===== src/rtl/seq_chunk_adder_if.sv =====
// Handshake bundle for seq_chunk_adder: operand request channel and result channel.
// The producer/consumer side uses the master modport and the adder uses the slave modport.
interface seq_chunk_adder_if #(
    parameter int WIDTH = 16
) ();
    logic             in_valid;
    logic             in_ready;
    logic [WIDTH-1:0] a;
    logic [WIDTH-1:0] b;
    logic             cin;
    logic             sub;
    logic             out_valid;
    logic             out_ready;
    logic [WIDTH-1:0] sum;
    logic             cout;
    logic             ovf;
    logic             busy;

    modport master (
        output in_valid, a, b, cin, sub, out_ready,
        input  in_ready, out_valid, sum, cout, ovf, busy
    );

    modport slave (
        input  in_valid, a, b, cin, sub, out_ready,
        output in_ready, out_valid, sum, cout, ovf, busy
    );
endinterface


===== src/rtl/seq_chunk_adder.sv =====
// Multi-cycle add/subtract unit: adds a WIDTH-bit operand pair CHUNK bits per clock,
// with a registered inter-chunk carry, valid/ready handshakes and a signed overflow flag.
module seq_chunk_adder #(
    parameter int WIDTH = 16,
    parameter int CHUNK = 4
) (
    input  logic              clk,
    input  logic              reset,
    seq_chunk_adder_if.slave  bus
);
    localparam int N  = WIDTH / CHUNK;
    localparam int CW = (N > 1) ? $clog2(N) : 1;

    if ((WIDTH % CHUNK) != 0) begin : g_bad_chunk
        $error("seq_chunk_adder: WIDTH must be a multiple of CHUNK");
    end

    typedef enum logic [1:0] {
        S_IDLE = 2'd0,
        S_RUN  = 2'd1,
        S_HOLD = 2'd2
    } state_t;

    state_t           r_state;
    state_t           w_next_state;
    logic             w_accept;
    logic             w_last;

    logic [WIDTH-1:0] r_a;
    logic [WIDTH-1:0] r_b;
    logic             r_carry;
    logic [CW-1:0]    r_cnt;
    logic [WIDTH-1:0] r_sum;
    logic             r_cout;
    logic             r_ovf;
    logic             r_in_ready;
    logic             r_out_valid;
    logic             r_busy;

    logic [31:0]      w_base;
    logic [CHUNK-1:0] w_a_k;
    logic [CHUNK-1:0] w_b_k;
    logic [CHUNK:0]   w_full;

    // Current chunk slice and its sum including the carry from the previous chunk.
    assign w_base = 32'(r_cnt) * 32'(CHUNK);
    assign w_a_k  = CHUNK'(r_a >> w_base);
    assign w_b_k  = CHUNK'(r_b >> w_base);
    assign w_full = {1'b0, w_a_k} + {1'b0, w_b_k} + (CHUNK+1)'(r_carry);
    assign w_last = (r_cnt == CW'(N - 1));

    // Next-state and accept decode for the IDLE -> RUN -> HOLD -> IDLE sequence.
    always_comb begin
        w_next_state = r_state;
        w_accept     = 1'b0;
        case (r_state)
            S_IDLE: begin
                if (bus.in_valid) begin
                    w_next_state = S_RUN;
                    w_accept     = 1'b1;
                end else begin
                    w_next_state = S_IDLE;
                end
            end
            S_RUN: begin
                if (w_last) begin
                    w_next_state = S_HOLD;
                end else begin
                    w_next_state = S_RUN;
                end
            end
            S_HOLD: begin
                if (bus.out_ready) begin
                    w_next_state = S_IDLE;
                end else begin
                    w_next_state = S_HOLD;
                end
            end
            default: begin
                w_next_state = S_IDLE;
            end
        endcase
    end

    // State register; handshake flags are registered from the next state so they never glitch.
    always_ff @(posedge clk or negedge reset) begin
        if (!reset) begin
            r_state     <= S_IDLE;
            r_in_ready  <= 1'b1;
            r_out_valid <= 1'b0;
            r_busy      <= 1'b0;
        end else begin
            r_state     <= w_next_state;
            r_in_ready  <= (w_next_state == S_IDLE);
            r_out_valid <= (w_next_state == S_HOLD);
            r_busy      <= (w_next_state != S_IDLE);
        end
    end

    // Operand capture on accept, then one chunk per RUN cycle; subtraction uses ~b and ~cin.
    always_ff @(posedge clk or negedge reset) begin
        if (!reset) begin
            r_a     <= '0;
            r_b     <= '0;
            r_carry <= 1'b0;
            r_cnt   <= '0;
            r_sum   <= '0;
            r_cout  <= 1'b0;
            r_ovf   <= 1'b0;
        end else if (w_accept) begin
            r_a     <= bus.a;
            r_b     <= bus.sub ? ~bus.b : bus.b;
            r_carry <= bus.sub ? ~bus.cin : bus.cin;
            r_cnt   <= '0;
            r_sum   <= '0;
            r_cout  <= 1'b0;
            r_ovf   <= 1'b0;
        end else if (r_state == S_RUN) begin
            // Sum is cleared on accept, so OR-ing each chunk into place is exact.
            r_sum   <= r_sum | (WIDTH'(w_full[CHUNK-1:0]) << w_base);
            r_carry <= w_full[CHUNK];
            r_cnt   <= r_cnt + CW'(1);
            if (w_last) begin
                r_cout <= w_full[CHUNK];
                r_ovf  <= (r_a[WIDTH-1] == r_b[WIDTH-1]) &&
                          (w_full[CHUNK-1] != r_a[WIDTH-1]);
            end else begin
                r_cout <= r_cout;
                r_ovf  <= r_ovf;
            end
        end else begin
            r_sum   <= r_sum;
            r_carry <= r_carry;
            r_cnt   <= r_cnt;
        end
    end

    assign bus.in_ready  = r_in_ready;
    assign bus.out_valid = r_out_valid;
    assign bus.busy      = r_busy;
    assign bus.sum       = r_sum;
    assign bus.cout      = r_cout;
    assign bus.ovf       = r_ovf;
endmodule


===== src/flat_wrapper.sv =====
// flat-port wrapper written by rule: the top's interface ports become plain ports
module seq_chunk_adder_flat 
#(
    parameter int WIDTH = 16,
    parameter int CHUNK = 4
)
  (clk, reset, bus_in_valid, bus_a, bus_b, bus_cin, bus_sub, bus_out_ready, bus_in_ready, bus_out_valid, bus_sum, bus_cout, bus_ovf, bus_busy);
  seq_chunk_adder_if #(.WIDTH(WIDTH)) bus_i ();
  input  logic clk;
  input  logic reset;
  input wire logic [$bits(bus_i.in_valid)-1:0] bus_in_valid;
  input wire logic [$bits(bus_i.a)-1:0] bus_a;
  input wire logic [$bits(bus_i.b)-1:0] bus_b;
  input wire logic [$bits(bus_i.cin)-1:0] bus_cin;
  input wire logic [$bits(bus_i.sub)-1:0] bus_sub;
  input wire logic [$bits(bus_i.out_ready)-1:0] bus_out_ready;
  output wire logic [$bits(bus_i.in_ready)-1:0] bus_in_ready;
  output wire logic [$bits(bus_i.out_valid)-1:0] bus_out_valid;
  output wire logic [$bits(bus_i.sum)-1:0] bus_sum;
  output wire logic [$bits(bus_i.cout)-1:0] bus_cout;
  output wire logic [$bits(bus_i.ovf)-1:0] bus_ovf;
  output wire logic [$bits(bus_i.busy)-1:0] bus_busy;
  assign bus_i.in_valid = bus_in_valid;
  assign bus_i.a = bus_a;
  assign bus_i.b = bus_b;
  assign bus_i.cin = bus_cin;
  assign bus_i.sub = bus_sub;
  assign bus_i.out_ready = bus_out_ready;
  assign bus_in_ready = bus_i.in_ready;
  assign bus_out_valid = bus_i.out_valid;
  assign bus_sum = bus_i.sum;
  assign bus_cout = bus_i.cout;
  assign bus_ovf = bus_i.ovf;
  assign bus_busy = bus_i.busy;
  seq_chunk_adder #(.WIDTH(WIDTH), .CHUNK(CHUNK)) u_core (.clk(clk), .reset(reset), .bus(bus_i));
endmodule

===== config.mk =====
export PLATFORM = sky130hd
export DESIGN_NAME = seq_chunk_adder_flat
export DESIGN_NICKNAME = d
export VERILOG_FILES = /design/src/rtl/seq_chunk_adder_if.sv /design/src/rtl/seq_chunk_adder.sv /design/src/flat_wrapper.sv
export SDC_FILE = /design/constraint.sdc
export NUM_CORES = 1
export LEC_CHECK = 0
export CAP_MARGIN = 20
export CORE_MARGIN = 2
export CORE_UTILIZATION = 50
export CTS_CLUSTER_DIAMETER = 30
export DETAILED_ROUTE_END_ITERATION = 12
export MAX_ROUTING_LAYER = met4
export PLACE_DENSITY = 0.86
export SLEW_MARGIN = 20
export SYNTH_ARGS = -nofsm -noshare
export SYNTH_HDL_FRONTEND = slang
export SYNTH_SLANG_ARGS = --single-unit

===== constraint.sdc =====
create_clock -name clk -period 3.3 [get_ports clk]
set_input_delay 0.66 -clock clk [delete_from_list [all_inputs] [get_ports clk]]
set_output_delay 0.66 -clock clk [all_outputs]
set_load 0.005 [all_outputs]

### Routed clock nets over the placement, run 1

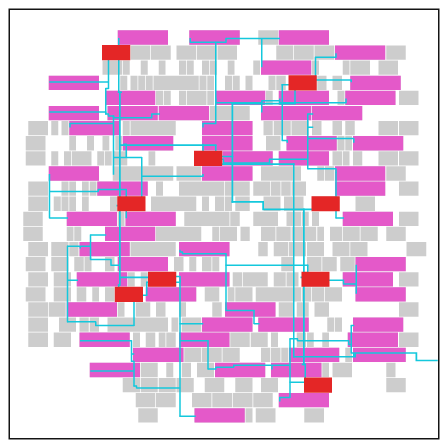
- cyan: clock wires (length 786 um)
- red: clock drivers (count 9)
- magenta: flip-flops (count 58)
- flops lie: widely spread
- routed clock nets: 10
Clock group: 0.721 mW
worst skew pair latency: 0.35 ns
clock share of power: 19.9%
clk_skew: 0.0113 ns

### PDN straps and rails, run 1

Pins as bars on the die edge. Tap cells in grey.
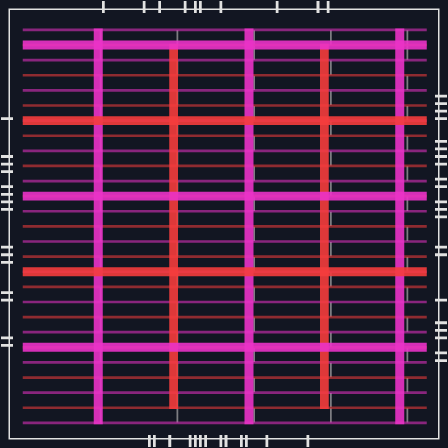
- magenta: VSS
- red: VDD
- rows: 26
- met5 straps: 5
core area: 5140 um2
Die Wd: 77.0 um
Die Y: 77.0 um

### Where the registers sit, run 1

Other sequential cells in the stronger grey, the rest of the logic in the fainter grey.
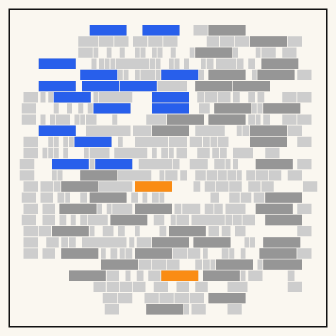
- orange: `u_core.r_cnt` (placed flops 2)
- blue: `u_core.r_a` (placed flops 16)
final core utilization: 68.4%
flop share of the area: 41.3%
register area: 1450 um2
P_seq: 1.29 mW

==> impl_metrics.py, run 1 <==
# Flow results
metrics = {
    "worst_setup_path": {
        "cp_common_cell": "fa_1",
        "max_stage_delay_ns": 0.59,
        "cp_cell_sequence": "mux4_2, fa_1, fa_1, a21o_1, a21oi_1, o221ai_1",
        "cp.arrival_ns": 2.90,
        "crit_required_ns": 3.49,
    },
    "finish": {
        "drive_gt1_share_pct": 9.46,
        "diodes": 0,
        "stdcell_area_um2": 3510,
    },
    "route": {
        "drcViolationCount": 0,
        "drt-initial-drc-count": 127,
    },
    "run": {
        "maxCapViolCount": 0,
        "warnings": 26,
    },
    "cts": {
        "path_clk_slew_ns": 0.08,
    },
    "sta": {
        "hold_viol_final": 0,
        "rsz0062_at_grt": "false",
        "fin_crit_sh_pct": 82.1,
        "slew_headroom_pct": 39.7,
        "min_period_ns": 2.71,
    },
    "placement": {
        "numPortBuffers": 58,
        "place_congestion": 0.821,
        "dpl_cell_area_um2": 3300,
    },
    "synthesis": {
        "ys.flop_type": "dfrtp_1",
        "edf_count": 0,
        "async_reset_ff_share_pct": 100,
        "ys_cells": 252,
        "synth.most_common_cell": "nand2_1",
    },
    "global_route": {
        "antenna_found_initial": 0,
        "grt_max_degree": 58,
        "grt_overflow_total": 0,
        "grt_pass1_vias": 2115,
    },
    "floorplanning": {
        "fp_util_pct": 51.9,
    },
    "run_status": {
        "status": "complete, no violations",
    },
}
[run 1: power breakdown]
part	internal, mW	switching (mW)
Combinational	0.804	0.808
Clock	0.423	0.298
Sequential	1.03	0.254
Total	2.26	1.36
[run 1: kinds of logic after synthesis]
kind of cell,share of synthesized area [%]
AOI/OAI and AO/OA,10.5
xor gates and xnor gates,6.24
and+or+nand+nor,16.1
adders and majority gates,3.38
buffers and inverters,2.53
muxes,6.76
DFF,54.5
[run 1: worst max-delay path by stage]
stage,to,slack (ns),cells after the start
after global placement,u_core.r_carry,0.69,6
final,u_core.r_carry,0.59,6
after detailed placement,u_core.r_carry,0.56,6
after global routing,u_core.bus.ovf,0.39,7
after floorplan,u_core.r_carry,0.81,7
after CTS,u_core.r_carry,0.56,6
[run 1: state kept, by name, summed over array words and instances (netlist names), 2 cells and up]
name,count
u_core.bus.sum,16
u_core.r_a,16
u_core.r_b,16
u_core.r_cnt,2
u_core.r_state,2
[run 1: through the flow]
stage          hold slack (ns)  instances  total power [mW]  worst slack (ns)  util [%]
2_1_floorplan            0.364        252              2.35             0.810         -
3_3_place_gp             0.456        371              2.80             0.690      64.1
3_5_place_dp             0.460        371              2.92             0.561      64.1
4_1_cts                  0.351        387              3.64             0.560      68.4
5_1_grt                  0.364        387              3.91             0.394      68.4
6_report                 0.335        387              3.62             0.592      68.4
[run 1: cell usage in the layout, fill, tap and decap left out, drive strengths merged, types with 3 or more instances in the layout]
master / synthesis / final
a21oi: 13 / 13
a22o: 8 / 8
buf: 11 / 5
clkbuf: 2 / 9
clkdlybuf4s50: 0 / 57
clkinv: 0 / 3
dfrtp: 57 / 57
ha: 4 / 4
mux4: 8 / 8
nand2: 72 / 72
nand2b: 3 / 3
nand3: 3 / 3
nor2: 11 / 11
o21ai: 18 / 18
xnor2: 18 / 18
[run 1: critical path: cells and delay by family (launching register included)]
family	cells	cell delay, ns
DFF	1	0.59
adders and majority gates	2	0.89
AOI/OAI and AO/OA	3	0.50
muxes	1	0.58
[run 1: layer usage]
layer / part of all wire, % / GRT usage (%) / routed length [um] / vias to the layer above
li1: - / - / - / 979
met1: 42 / 27.0 / 2420 / 997
met2: 50 / 33.9 / 2920 / 77
met3: 5.2 / 5.41 / 302 / 18
met4: 3.0 / 15.5 / 174 / 0
met5: 0 / - / 0 / -
[run 1: final cells by class]
cell class | count | share of cell area [%]
well taps | 70 | 2.49
clock inverters | 7 | 2.67
inverters | 1 | 0.107
repair buffers | 62 | 17.2
clock buffers | 9 | 3.53
multi-input cells | 180 | 32.6
flip-flops and latches | 58 | 41.3
### Cells coloured by class, run 1

Scale bar: 20 um.
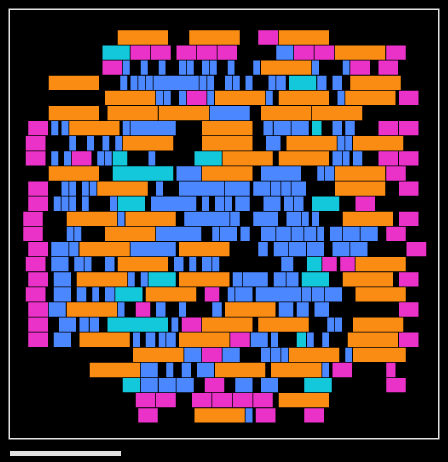

==> run 2: changes to the inputs <==
==> constraint.sdc (replaced) <==
create_clock -name clk -period 2.77 [get_ports clk]
set_input_delay 0.554 -clock clk [delete_from_list [all_inputs] [get_ports clk]]
set_output_delay 0.554 -clock clk [all_outputs]
set_load 0.005 [all_outputs]
### Cells coloured by class, run 2

Scale bar: 20 um.
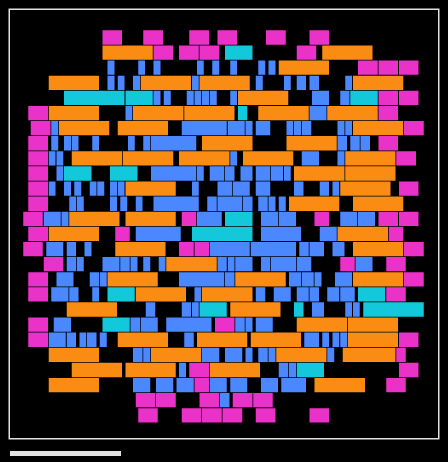
- cyan: clock drivers and dummy loads (cells 16; share of their area 7.2%)
- blue: combinational and other logic (cells 181; share of their area 33%)
- magenta: remaining buffers and delay cells (cells 66; share of their area 18%)
- orange: sequential cells (cells 58; share of their area 42%)
flop share of the area: 40.6%
design area: 3580 um2
final core utilization: 69.6%

==> impl_metrics.py, run 2 <==
# Flow results
metrics = {
    "placement": {
        "place_congestion": 0.829,
        "preCtsSetupSlack_ns": 0.250,
    },
    "run_status": {
        "status": "complete, no violations",
    },
    "pwr": {
        "power.share.clock_pct": 21.8,
        "power_switching_mw": 1.63,
    },
    "cts": {
        "clock_latency_ns": 0.34,
    },
    "finish": {
        "diodes": 0,
        "lay_top_cells": "nand2_1 (72), clkdlybuf4s50_1 (57), dfrtp_1 (57)",
        "final_cells": 391,
    },
    "sta": {
        "hold_viol_final": 0,
        "rsz0062_at_grt": "false",
        "min_period_ns": 2.58,
    },
    "worst_setup_path": {
        "crit_required_ns": 2.97,
        "cp_common_cell": "fa_1",
        "path_buffers": 0,
        "max_stage_delay_ns": 0.54,
    },
    "synthesis": {
        "edf_count": 0,
        "synth.most_common_cell": "nand2_1",
    },
    "run": {
        "maxCapViolCount": 0,
    },
    "floorplanning": {
        "die_x_um": 77.0,
        "fp_util_pct": 51.9,
        "die_y_um": 77.0,
    },
    "route": {
        "drcViolationCount": 0,
    },
}
==> run 2: how the worst max path moves through the flow <==
stage,from,cells past startpoint,end
2_1_floorplan,u_core.r_cnt[1],7,u_core.r_carry
3_3_place_gp,u_core.r_cnt[0],6,u_core.r_carry
3_5_place_dp,u_core.r_cnt[0],6,u_core.r_carry
4_1_cts,u_core.r_cnt[0],6,u_core.r_carry
5_1_grt,u_core.r_cnt[0],6,u_core.r_carry
6_report,u_core.r_cnt[0],6,u_core.r_carry
==> run 2: final cells by class <==
class,instances,area (um2)
Fill cell,423,1560
Sequential cell,58,1450
Multi-Input combinational cell,180,1150
Timing Repair Buffer,66,636
Clock buffer,11,151
Clock inverter,5,100
Tap cell,70,87.6
Inverter,1,3.75
==> run 2: cell families (layout without fill, tap and decap cells) <==
group	after synthesis	after routing	share of synthesized area, %
buffers and inverters	14	83	2.53
multiplexers	8	8	6.76
AND-OR/OR-AND	46	46	10.5
adder cells (fa/ha/maj)	6	6	3.38
XOR/XNOR	19	19	6.24
AND/OR/NAND/NOR	101	101	16.1
flip-flops	58	58	54.5
==> run 2: worst reg2reg max path, stage by stage, from the launching register on <==
cell and delay [ns]:
dfrtp_1 0.43, mux4_2 0.54, fa_1 0.48, fa_1 0.44
a21o_1 0.19, a21oi_1 0.21, o221ai_1 0.13
==> run 2: per-layer routing <==
metal  part of all wire, %  GRT usage [%]  up-vias
met5                     0              -        -
met4                   1.7           8.39        0
met3                   5.4           6.71       10
li1                      -              -      988
met2                    52           36.3       70
met1                    41           26.0      987
==> run 2: power groups by stage <==
stage | sequential, mW | clock, mW | combinational (mW)
floorplan | 1.42 | 0 | 1.38
global placement | 1.48 | 0 | 1.91
global route | 1.54 | 1.03 | 2.24
finish | 1.50 | 0.979 | 2.01
detailed placement | 1.50 | 0 | 2.00
CTS | 1.49 | 0.988 | 2.02
==> run 2: metrics by stage <==
| stage | area (um2) | power (mW) |
|---|---|---|
| after floorplan | 2670 | 2.80 |
| after global placement | 3330 | 3.39 |
| after detailed placement | 3330 | 3.50 |
| after CTS | 3580 | 4.50 |
| after global routing | 3580 | 4.81 |
| final | 3580 | 4.49 |
### PDN straps and rails, run 2

Pins as bars on the die edge. Tap cells in grey.
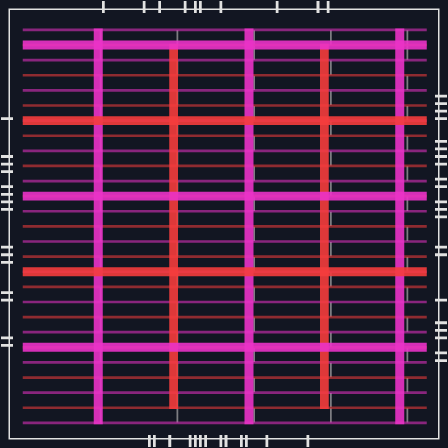

==> run 3: changes to the inputs <==
--- a/config.mk
+++ b/config.mk
@@ -7,11 +7,11 @@
 export LEC_CHECK = 0
 export CAP_MARGIN = 20
 export CORE_MARGIN = 2
-export CORE_UTILIZATION = 50
+export CORE_UTILIZATION = 43
 export CTS_CLUSTER_DIAMETER = 30
 export DETAILED_ROUTE_END_ITERATION = 12
 export MAX_ROUTING_LAYER = met4
-export PLACE_DENSITY = 0.86
+export PLACE_DENSITY = 0.77
 export SLEW_MARGIN = 20
 export SYNTH_ARGS = -nofsm -noshare
 export SYNTH_HDL_FRONTEND = slang
### PDN straps and rails, run 3

Pins as bars on the die edge. Tap cells in grey.
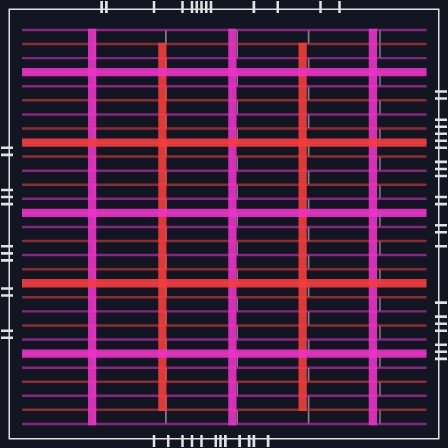
- magenta: VSS
- red: VDD
- met4 straps: 5
- met5 straps: 5
- rows: 28
- tap cells: 75
- signal pins: 59
Die Wd: 82.7 um
Die Y: 82.7 um
core area: 5960 um2
Peak VDD IR: 644 uV

==> impl_metrics.py, run 3 <==
# Flow results
metrics = {
    "placement": {
        "numPlacedInstances": 380,
        "place_congestion": 0.802,
        "dpl_cell_area_um2": 3330,
    },
    "sta": {
        "fin_crit_sh_pct": 89.3,
        "fin_skew_ns": 0.00948,
        "hold_viol_final": 0,
        "slew_headroom_pct": 63.9,
        "whs_ns": 0.0539,
        "rsz0062_at_grt": "false",
    },
    "finish": {
        "lay_top_cells": "nand2_1 (72), clkdlybuf4s50_1 (57), dfrtp_1 (57)",
        "diodes": 0,
        "stdcell_area_um2": 3500,
        "drive_gt1_share_pct": 9.97,
        "final_cells": 396,
        "mostFrequentLayoutCell": "nand2_1",
    },
    "floorplanning": {
        "fp_util_pct": 44.8,
    },
    "synthesis": {
        "edf_count": 0,
        "ys_cells": 252,
        "async_reset_ff_share_pct": 100,
    },
    "run": {
        "warnings": 26,
    },
    "run_status": {
        "status": "complete, no violations",
    },
    "worst_setup_path": {
        "cp.arrival_ns": 2.67,
        "crit_required_ns": 2.96,
        "cp_cell_sequence": "mux4_2, fa_1, fa_1, a21o_1, a21oi_1, o221ai_1",
        "cp_common_cell": "fa_1",
        "path_buffers": 0,
        "max_stage_delay_ns": 0.54,
        "crit_family": "adder cells",
    },
    "global_route": {
        "antenna_found_initial": 0,
        "grt_max_degree": 58,
        "grt_pass1_vias": 2023,
        "grt_overflow_total": 0,
    },
    "route": {
        "drcViolationCount": 0,
        "drt-initial-drc-count": 206,
    },
    "pwr": {
        "p_total_mw": 4.12,
    },
    "cts": {
        "clock_latency_ns": 0.35,
    },
}
run 3: cell counts after synthesis:
No cell type changed its count.
run 3: worst reg2reg max path, stage by stage, from the launching register on:
cell,delay (ns)
dfrtp_1,0.42
mux4_2,0.54
fa_1,0.47
fa_1,0.42
a21o_1,0.19
a21oi_1,0.16
o221ai_1,0.13
run 3: cell type report:
class / count / area [um2]
fillers: 519 / 2460
flip-flops and latches: 58 / 1450
multi-input cells: 180 / 1150
repair buffers: 66 / 636
clock buffers: 12 / 145
well taps: 75 / 93.8
clock inverters: 4 / 20.0
inverters: 1 / 3.75
run 3: worst max-delay path by stage:
stage,start,to,slack [ns],cells after the start
2_1_floorplan,u_core.r_cnt[1],u_core.r_carry,0.28,7
3_3_place_gp,u_core.r_cnt[0],u_core.r_carry,0.34,6
3_5_place_dp,u_core.r_cnt[0],u_core.r_carry,0.28,6
4_1_cts,u_core.r_cnt[0],u_core.r_carry,0.29,6
5_1_grt,u_core.r_cnt[0],u_core.r_carry,0.12,6
6_report,u_core.r_cnt[0],u_core.r_carry,0.30,6
run 3: power breakdown:
group / total [mW] / internal, mW / switching [mW] / leakage [nW]
Combinational: 1.97 / 0.977 / 0.995 / 0.775
Sequential: 1.49 / 1.23 / 0.255 / 0.730
Clock: 0.666 / 0.342 / 0.323 / 0.0899
run 3: through the flow:
stage,util (%),setup WS [ns]
after global routing,58.7,0.116
after floorplan,-,0.280
after global placement,55.9,0.336
after detailed placement,55.9,0.283
after CTS,58.7,0.289
final,58.7,0.295
run 3: cell families after synthesis:
family | count (synthesis) | synth area share [%]
compound gates | 46 | 10.5
xor+xnor | 19 | 6.24
fa+ha+maj | 6 | 3.38
buf+inv | 14 | 2.53
flops | 58 | 54.5
mux | 8 | 6.76
simple gates | 101 | 16.1
run 3: layer usage:
layer  global-route usage (%)  routed length, um  vias up
met5                        -                  0        -
met4                     12.3                155        0
met3                     4.02                328       14
met2                     29.9               2710       64
met1                     24.6               2390      965
li1                         -                  -      986
Power is estimated from default activity; no workload was simulated.
